The metal 3 layer:
(8 px per micron)
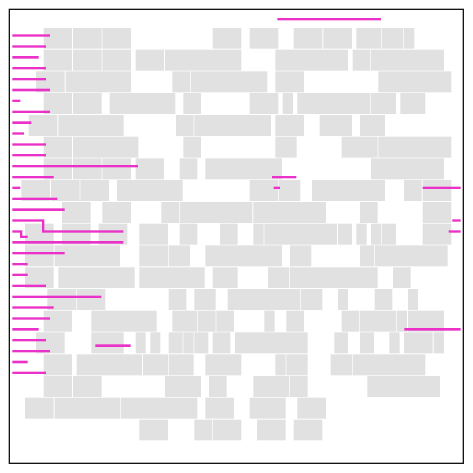
I/O pins on the die edge:
(8 px per micron) Pins as bars across the die edge, other pins in gray.
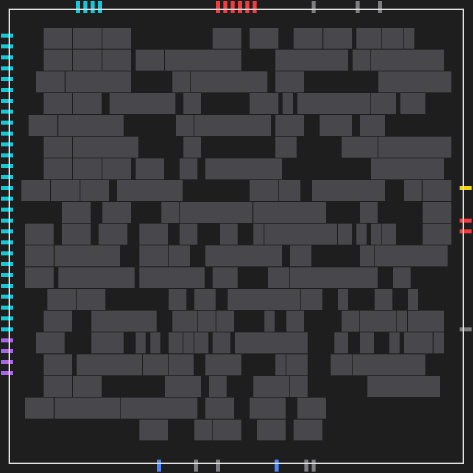
$ cat src/rtl/arbitro_paralelo_serial.sv
// Shares one paralelo_serial lane among four byte requesters: COM training
// after reset, then round-robin grants with a bounded burst per requester.
module arbitro_paralelo_serial #(
  parameter int unsigned SYNC_LEN  = 4,
  parameter int unsigned MAX_BURST = 2,
  parameter logic [7:0]  COM       = 8'hBC
) (
  input  logic        clk_4f,
  input  logic        reset,
  input  logic [3:0]  valid_req,
  input  logic [31:0] data_req,
  input  logic        pause,
  output logic [3:0]  ready_req,
  output logic        valid_out,
  output logic [7:0]  data_out,
  output logic [1:0]  grant,
  output logic        link_up
);

  localparam int unsigned SYNC_W  = 4;
  localparam int unsigned BURST_W = 3;

  typedef enum logic {TRAIN = 1'b0, ACTIVE = 1'b1} state_t;

  state_t               state_q, state_d;
  logic [SYNC_W-1:0]    sync_cnt_q, sync_cnt_d;
  logic [BURST_W-1:0]   burst_cnt_q, burst_cnt_d;
  logic                 bubble_q, bubble_d;
  logic [1:0]           grant_d;
  logic                 valid_out_d;
  logic [7:0]           data_out_d;
  logic                 link_up_d;
  logic                 accept_c;
  logic                 transfer_c;
  logic [1:0]           next_grant_c;
  logic [1:0]           cand_c;
  logic                 found_c;

  // State and registered outputs
  always_ff @(posedge clk_4f or posedge reset) begin
    if (reset) begin
      state_q     <= TRAIN;
      sync_cnt_q  <= '0;
      burst_cnt_q <= '0;
      bubble_q    <= 1'b0;
      grant       <= '0;
      valid_out   <= 1'b0;
      data_out    <= COM;
      link_up     <= 1'b0;
    end else begin
      state_q     <= state_d;
      sync_cnt_q  <= sync_cnt_d;
      burst_cnt_q <= burst_cnt_d;
      bubble_q    <= bubble_d;
      grant       <= grant_d;
      valid_out   <= valid_out_d;
      data_out    <= data_out_d;
      link_up     <= link_up_d;
    end
  end

  // Training countdown; ACTIVE is terminal until reset
  always_comb begin
    state_d    = state_q;
    sync_cnt_d = sync_cnt_q;
    case (state_q)
      TRAIN: begin
        sync_cnt_d = sync_cnt_q + SYNC_W'(1);
        if (sync_cnt_q == SYNC_W'(SYNC_LEN - 1)) state_d = ACTIVE;
      end
      default: ;
    endcase
  end

  // Accept, lane data and round-robin arbitration
  always_comb begin
    accept_c     = (state_q == ACTIVE) && !pause && !bubble_q;
    ready_req    = accept_c ? (4'b0001 << grant) : 4'b0000;
    transfer_c   = accept_c && valid_req[grant];
    next_grant_c = grant;
    cand_c       = grant;
    found_c      = 1'b0;
    // First valid requester after the current grantee, cyclically
    for (int k = 1; k < 4; k++) begin
      cand_c = grant + 2'(k);
      if (!found_c && valid_req[cand_c]) begin
        next_grant_c = cand_c;
        found_c      = 1'b1;
      end
    end

    grant_d     = grant;
    burst_cnt_d = burst_cnt_q;
    bubble_d    = bubble_q;
    valid_out_d = transfer_c;
    data_out_d  = transfer_c ? data_req[8*grant +: 8] : COM;
    link_up_d   = (state_d == ACTIVE);

    // A burst-ending transfer re-arbitrates and inserts one idle slot
    if (state_q == ACTIVE && !pause) begin
      if (bubble_q) begin
        bubble_d = 1'b0;
      end else if (transfer_c && burst_cnt_q != BURST_W'(MAX_BURST - 1)) begin
        burst_cnt_d = burst_cnt_q + BURST_W'(1);
      end else begin
        grant_d     = next_grant_c;
        burst_cnt_d = '0;
        bubble_d    = transfer_c;
      end
    end
  end

endmodule

$ cat config.mk
export PLATFORM = sky130hd
export DESIGN_NAME = arbitro_paralelo_serial
export DESIGN_NICKNAME = d
export VERILOG_FILES = /design/src/rtl/arbitro_paralelo_serial.sv
export SDC_FILE = /design/constraint.sdc
export NUM_CORES = 1
export LEC_CHECK = 0
export ABC_CLOCK_PERIOD_IN_PS = 2900
export CORE_MARGIN = 1
export CORE_UTILIZATION = 42
export DETAILED_ROUTE_END_ITERATION = 7
export PLACE_DENSITY_LB_ADDON = 0.05
export SLEW_MARGIN = 5
export SYNTH_ARGS = -nofsm -noshare
export SYNTH_HDL_FRONTEND = slang
export SYNTH_SLANG_ARGS = --single-unit
$ cat constraint.sdc
create_clock -name clk_4f -period 2.9 [get_ports clk_4f]
set_input_delay 0.435 -clock clk_4f [delete_from_list [all_inputs] [get_ports clk_4f]]
set_output_delay 0.435 -clock clk_4f [all_outputs]
set_load 0.02 [all_outputs]
==> flow_metrics.rpt <==
==== FLOW RESULTS ====
----------------------------------------------------
[Synth]
  Register bit total from synthesis ........................ 20
  Warnings, synthesis ........................ 0
  Compound Share, Synth ........................ under 10%
  Adder Area Share ........................ ~7.0%
  Dominant kind of combinational cell ........................ multiplexers

[Placement]
  Buffers on Ports ........................ 54

[Cells and area]
  Antenna Cells ........................ 0
  Fraction of final layout cells sized beyond drive strength 1 ........................ 19.0%
  Final Net Count ........................ 205

[Worst setup path]
  Crit path required time ........................ 2470 ps
  Crit path arrival time ........................ slightly above 2000 ps
  Setup Crit Path Kind ........................ in -> out
  Largest fanout on the critical path ........................ 5

[Clocking]
  Buffers inserted by post-CTS timing repair ........................ 0
  Cts repair resizes ........................ 0
  Total clock buffers created by CTS ........................ 3
  CTS HTree Levels ........................ 1
  Clock tree from TritonCTS ........................ done
  Max clock buf depth ........................ 2
  Clock edge transition at the registers on the reported setup and hold paths ........................ ~110 ps

[STA]
  Max Fclk ........................ 0.408 GHz
  Final cycle utilization of the critical path ........................ between 80% and 90%
  Post-layout minimum cycle time ........................ 2450 ps

[Floorplan]
  Top-Level Pins ........................ between 50 and 60
  Area of the core region ........................ 0.00278 sq mm
  DIE WIDTH ........................ 56.6 microns
  Chip height ........................ 56.6 microns

[Drt]
  Remaining DRCs ........................ 0
  Number of vias after detailed routing ........................ approximately 1,000
  Residual antenna-violating net count after detailed routing ........................ 0

[Power]
  Peak VDD IR ........................ 636 uV
  Power per cell area ........................ 796 mW/mm^2

[Outcome]
  Result of the run ........................ finished clean

[Global route]
  Initial antenna violation count ........................ 0
  Largest net degree at the start of global routing ........................ 21

[Min path]
  Worst Hold Depth ........................ 1

----------------------------------------------------
Back to the opening pictures, 'the metal 3 layer':
- main direction: horizontal
- longest straight run: 15.4 microns

Back to the opening pictures, 'I/O pins on the die edge':
- yellow: `pause` (pins 1; direction input; edge right)
- cyan: `data_req` (pins 32; direction input; edge 28 left, 4 top)
- purple: `valid_req` (pins 4; direction input; edge left)
- red: `data_out` (pins 8; direction output; edge 6 top, 2 right)
- blue: `grant` (pins 2; direction output; edge bottom)

==> synth_stat cells, drive strengths merged, types with 3 or more instances <==
library cell / number / area share [%]
inv: 7 / 2.1
ha: 7 / 7.0
or2: 6 / 3.0
dfrtp: 15 / 30
and2: 4 / 2.0
clkbuf: 3 / 0.90
mux4: 12 / 22
nand2: 5 / 1.5
o21ai: 5 / 2.0
nand2b: 3 / 1.5
and3: 4 / 2.0
xnor2: 4 / 2.8
nor2: 3 / 0.90
dfstp: 5 / 11
==> state kept, by name, summed over array words and instances, names as in the netlist <==
name and flops:
data_out 8, sync_cnt_q 4, burst_cnt_q 3, grant 2
bubble_q 1, state_q 1, valid_out 1
==> cell families after synthesis <==
kind of cell    after synthesis
compound gates               13
xor+xnor                      4
fa+ha+maj                     7
buf+inv                      12
flops                        20
mux                          14
simple gates                 32
==> worst paths after layout <==
check	slack (ps)	to	from
max in group asynchronous	1900	data_out[6]	reset
worst min register to register	490	sync_cnt_q[3]	sync_cnt_q[3]
worst max-delay path	450	ready_req[3]	pause
worst max register to register	760	grant[1]	grant[0]
worst min-delay path	490	sync_cnt_q[3]	sync_cnt_q[3]
min in group asynchronous	540	sync_cnt_q[2]	reset
==> power breakdown <==
part | leakage, nW | internal, mW | switching [mW]
Combinational | 0.535 | 0.471 | 0.407
Sequential | 0.242 | 0.364 | 0.0314
Clock | 0.0279 | 0.140 | 0.0819
Total | 0.806 | 0.974 | 0.520
==> stage by stage <==
stage | cell area [sq um] | total power [mW] | std cells | setup slack [ps] | util (%)
floorplan | 1250 | 1.01 | 102 | 111 | -
global placement | 1830 | 1.27 | 185 | 454 | 65.6
detailed placement | 1830 | 1.29 | 185 | 426 | 65.6
CTS | 1880 | 1.51 | 189 | 413 | 67.5
global route | 1880 | 1.62 | 189 | 354 | 67.5
finish | 1880 | 1.49 | 189 | 450 | 67.5
==> worst max-delay path, delay by kind of cell <==
family / cells / cell delay [ps]
simple gates: 3 / 600
buf+inv: 2 / 980
==> placed cells by master, fill, tap and decap left out, types with 5 or more instances in the layout <==
master,Yosys,layout
sky130_fd_sc_hd__ha_1,7,7
sky130_fd_sc_hd__inv_1,7,7
sky130_fd_sc_hd__dfstp_2,5,5
sky130_fd_sc_hd__or2_2,6,6
sky130_fd_sc_hd__nand2_1,5,5
sky130_fd_sc_hd__o21ai_0,5,5
sky130_fd_sc_hd__mux4_2,10,10
sky130_fd_sc_hd__clkdlybuf4s50_1,0,54
sky130_fd_sc_hd__dfrtp_1,15,15
==> area by class of cell <==
class	count	area, sq um	share of cell area (%)
multi-input cells	70	691	36.8
repair buffers	57	563	30.0
flip-flops and latches	20	507	27.0
well taps	31	38.8	2.07
clock inverters	1	30.0	1.60
inverters	7	26.3	1.40
clock buffers	3	22.5	1.20
==> metal layers <==
metal | vias up | GRT usage (%) | part of all wire [%]
met4 | 0 | 5.23 | 0.85
li1 | 482 | - | -
met2 | 42 | 28.7 | 48
met3 | 2 | 3.69 | 7.5
met1 | 483 | 23.6 | 44
met5 | - | 0 | 0
Power and IR drop assume default switching activity.
